## config.mk

```make
export PLATFORM = sky130hd
export DESIGN_NAME = serial_subtractor
export DESIGN_NICKNAME = d
export VERILOG_FILES = /design/src/rtl/serial_subtractor.sv
export SDC_FILE = /design/constraint.sdc
export NUM_CORES = 1
export LEC_CHECK = 0
export ABC_AREA = 1
export CAP_MARGIN = 20
export CORE_UTILIZATION = 39
export CTS_CLUSTER_SIZE = 8
export DETAILED_ROUTE_END_ITERATION = 8
export GPL_TIMING_DRIVEN = 0
export PLACE_DENSITY = 0.68
export SYNTH_ARGS = -nofsm -noshare
export SYNTH_HDL_FRONTEND = slang
export SYNTH_SLANG_ARGS = --single-unit
```

## constraint.sdc

```tcl
create_clock -name clk -period 1.5 [get_ports clk]
set_input_delay 0.3 -clock clk [delete_from_list [all_inputs] [get_ports clk]]
set_output_delay 0.3 -clock clk [all_outputs]
set_load 0.02 [all_outputs]
```

## src/rtl/serial_subtractor.sv

```systemverilog
// Bit-serial two's-complement subtractor: a - b computed LSB first as a + ~b + 1
// through one full-adder slice. Optional signed-less-than flag under SERIAL_SUB_SLT_EN.
module serial_subtractor #(
  parameter int unsigned WIDTH = 32
) (
  input  logic             clk,
  input  logic             reset,
  input  logic             start,
  input  logic [WIDTH-1:0] a,
  input  logic [WIDTH-1:0] b,
  output logic             busy,
  output logic             done,
  output logic [WIDTH-1:0] result,
  output logic             carryout,
  output logic             overflow
`ifdef SERIAL_SUB_SLT_EN
  ,
  output logic             slt
`endif
);

  localparam int unsigned CW = $clog2(WIDTH) + 1;
  localparam logic [CW-1:0] LAST_BIT = CW'(WIDTH - 1);
  localparam logic [CW-1:0] MSB_M1   = CW'(WIDTH - 2);

  typedef enum logic [1:0] {
    IDLE,
    SHIFT,
    DONE
  } state_t;

  state_t           state;
  logic [WIDTH-1:0] a_sh;
  logic [WIDTH-1:0] b_sh;
  // Holds the WIDTH-1 low result bits; the MSB comes straight from the slice on the last edge.
  logic [WIDTH-2:0] r_sh;
  logic [CW-1:0]    count;
  logic             carry;
  logic             cmsb_in;

  logic             s;
  logic             c;

  always_comb begin
    s = a_sh[0] ^ b_sh[0] ^ carry;
    c = (a_sh[0] & b_sh[0]) | (a_sh[0] & carry) | (b_sh[0] & carry);
  end

  always_ff @(posedge clk) begin
    if (reset) begin
      state    <= IDLE;
      busy     <= 1'b0;
      done     <= 1'b0;
      result   <= '0;
      carryout <= 1'b0;
      overflow <= 1'b0;
`ifdef SERIAL_SUB_SLT_EN
      slt      <= 1'b0;
`endif
      a_sh     <= '0;
      b_sh     <= '0;
      r_sh     <= '0;
      count    <= '0;
      carry    <= 1'b0;
      cmsb_in  <= 1'b0;
    end else begin
      case (state)
        IDLE: begin
          done <= 1'b0;
          if (start) begin
            a_sh  <= a;
            b_sh  <= ~b;
            carry <= 1'b1;
            count <= '0;
            busy  <= 1'b1;
            state <= SHIFT;
          end
        end

        SHIFT: begin
          a_sh  <= a_sh >> 1;
          b_sh  <= b_sh >> 1;
          r_sh  <= (r_sh >> 1) | ((WIDTH - 1)'(s) << (WIDTH - 2));
          carry <= c;
          count <= count + 1'b1;
          if (count == MSB_M1) begin
            cmsb_in <= c;
          end
          if (count == LAST_BIT) begin
            result   <= {s, r_sh};
            carryout <= c;
            overflow <= cmsb_in ^ c;
`ifdef SERIAL_SUB_SLT_EN
            slt      <= s ^ cmsb_in ^ c;
`endif
            busy     <= 1'b0;
            done     <= 1'b1;
            state    <= DONE;
          end
        end

        DONE: begin
          done  <= 1'b0;
          state <= IDLE;
        end

        default: begin
          busy  <= 1'b0;
          done  <= 1'b0;
          state <= IDLE;
        end
      endcase
    end
  end

endmodule

```

Figure 1. Supply network.
Bar = 50 um. Pins as bars on the die edge. Tap cells in gray.
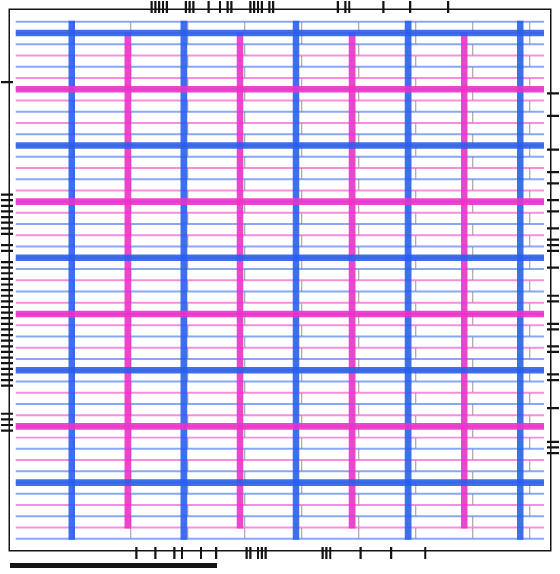
[VDD] magenta
[VSS] blue
signal pins: 103
met1 rails: 47
tap cells: 216

Figure 2. Signal metal coverage by tile.
The die is cut into 26 by 26 equal tiles; dark blue is low, red is high, scaled to the fullest tile. Values are wire area over tile area, all layers added.
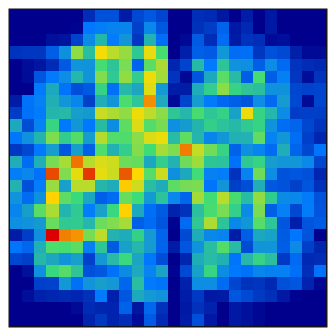
nearly empty tiles: 12%
fullest tile: 0.53
mean over tiles: 0.15
densest ninth of the die: middle
tiles over half the peak: 16%
final WL: 15.9 mm
vias after detailed routing: 6001
Tot GR Track Use: 19.6%
post-DR wirelength/cell: 11.8 um

==> flow_metrics.py <==
# Auto-generated metrics
metrics = {
    "hold_path": {
        "hold_class": "in -> reg",
        "worstHoldStart": "start",
        "hold_depth": 3,
    },
    "setup_path": {
        "rr_endpoint": "result[30]",
        "r2r_start": "count[0]",
        "cp-startpoint": "busy",
        "cpLargestDelayFamily": "flip-flops",
        "crit_path_end_kind": "primary output",
        "slowest_delay_ns": 0.38,
        "worstPathMaxFanout": 2,
        "cp_data_arrival_time_ns": 1.13,
    },
    "synthesis": {
        "synth_flops": 141,
        "top_cells_by_area": "dfxtp_1 44%, nand2_1 14%, nor2_1 9.9%",
        "ys_top_logic_family": "simple AND/OR/NAND/NOR gates",
        "synth.area.mux_share_pct": 0,
        "syn_area_um2": 6460,
        "synthTopCellsByCount": "247 x nand2_1, 171 x nor2_1, 159 x inv_1",
        "edf_count": 0,
        "yosysChipArea_um2": 6460,
        "ys_sh_aoi_pct": 4.86,
    },
    "grt": {
        "first_global_vias": 5381,
        "antenna_found_initial": 0,
        "grt_max_degree": 17,
    },
    "cells_and_area": {
        "diodes": 0,
        "areaGrowthSynthToFinish_pct": 30.4,
        "drive_above_1_share_pct": 7.35,
        "seqCellArea_um2": 2830,
        "postLayoutCoreUtil_pct": 52.6,
        "stdcell_count": 1345,
    },
    "sta": {
        "period_used_pct": 95.5,
        "drv_slew": 0,
        "slew_headroom_pct": 60.7,
        "final-setup-viol-count": 0,
        "skew_ns": 0.00601,
        "hold_viol_final": 0,
        "setup_tns_ns": 0,
    },
    "placement": {
        "dpl.hpwl_mm": 11.3,
    },
    "floorplan": {
        "coreArea_um2": 16000,
        "die-area_um2": 17100,
        "fp_util_pct": 40.4,
    },
    "clock_tree": {
        "clockBufferDepth": 2,
        "post_cts_buffers": 0,
        "cts_resized": 46,
    },
    "routing": {
        "first_iter_violations": 387,
        "ant_nets": 0,
    },
    "run_status": {
        "status": "complete, no violations",
    },
}
[power by group]
part,switching [mW],internal (mW)
clock network,1.55,2.52
registers,0.105,3.94
logic,0.623,0.453
total,2.27,6.92
[metrics by stage]
stage / hold WS (ns) / instance area (um2) / power [mW] / setup WS (ns)
after global placement: 0.436 / 7730 / 5.16 / -0.137
after floorplan: 0.426 / 6460 / 4.77 / 0.208
after CTS: 0.404 / 8290 / 9.24 / 0.00116
after global routing: 0.428 / 8420 / 9.59 / -0.0102
final: 0.417 / 8420 / 9.19 / 0.0682
after detailed placement: 0.442 / 7730 / 5.18 / -0.158
[routing by layer]
layer	GRT usage, %	vias to the layer above	share of wire, %
met5	0	-	0
met4	7.91	0	1.8
met3	4.52	24	5.1
met2	32.1	139	45
met1	24.9	2598	48
li1	-	3240	-
[cell usage in the layout (no fill, tap or decap), types with 8 or more instances in the layout]
cell and n:
a21oi_1 28, buf_1 8, buf_2 9, buf_4 13, clkbuf_1 22, clkbuf_16 18
clkbuf_4 9, clkdlybuf4s50_1 64, dfxtp_1 137, dlygate4sd2_1 35, inv_1 159, nand2_1 246
nand3_1 107, nand3b_1 31, nor2_1 170, o21ai_0 32
[area by class of cell]
| type | count | area share (%) |
|---|---|---|
| Buffer | 61 | 4.25 |
| Clock buffer | 25 | 5.65 |
| Clock inverter | 7 | 1.04 |
| Inverter | 162 | 7.22 |
| Multi-Input combinational cell | 629 | 33.1 |
| Sequential cell | 141 | 33.6 |
| Tap cell | 216 | 3.21 |
| Timing Repair Buffer | 104 | 11.9 |
[sequential cells by signal, summed over array words and instances (netlist names)]
signal,cells
state,2
done,1
cmsb_in,1
b_sh,32
count,6
carryout,1
carry,1
a_sh,32
result,32
busy,1
r_sh,31
overflow,1
Power and IR drop assume default switching activity.
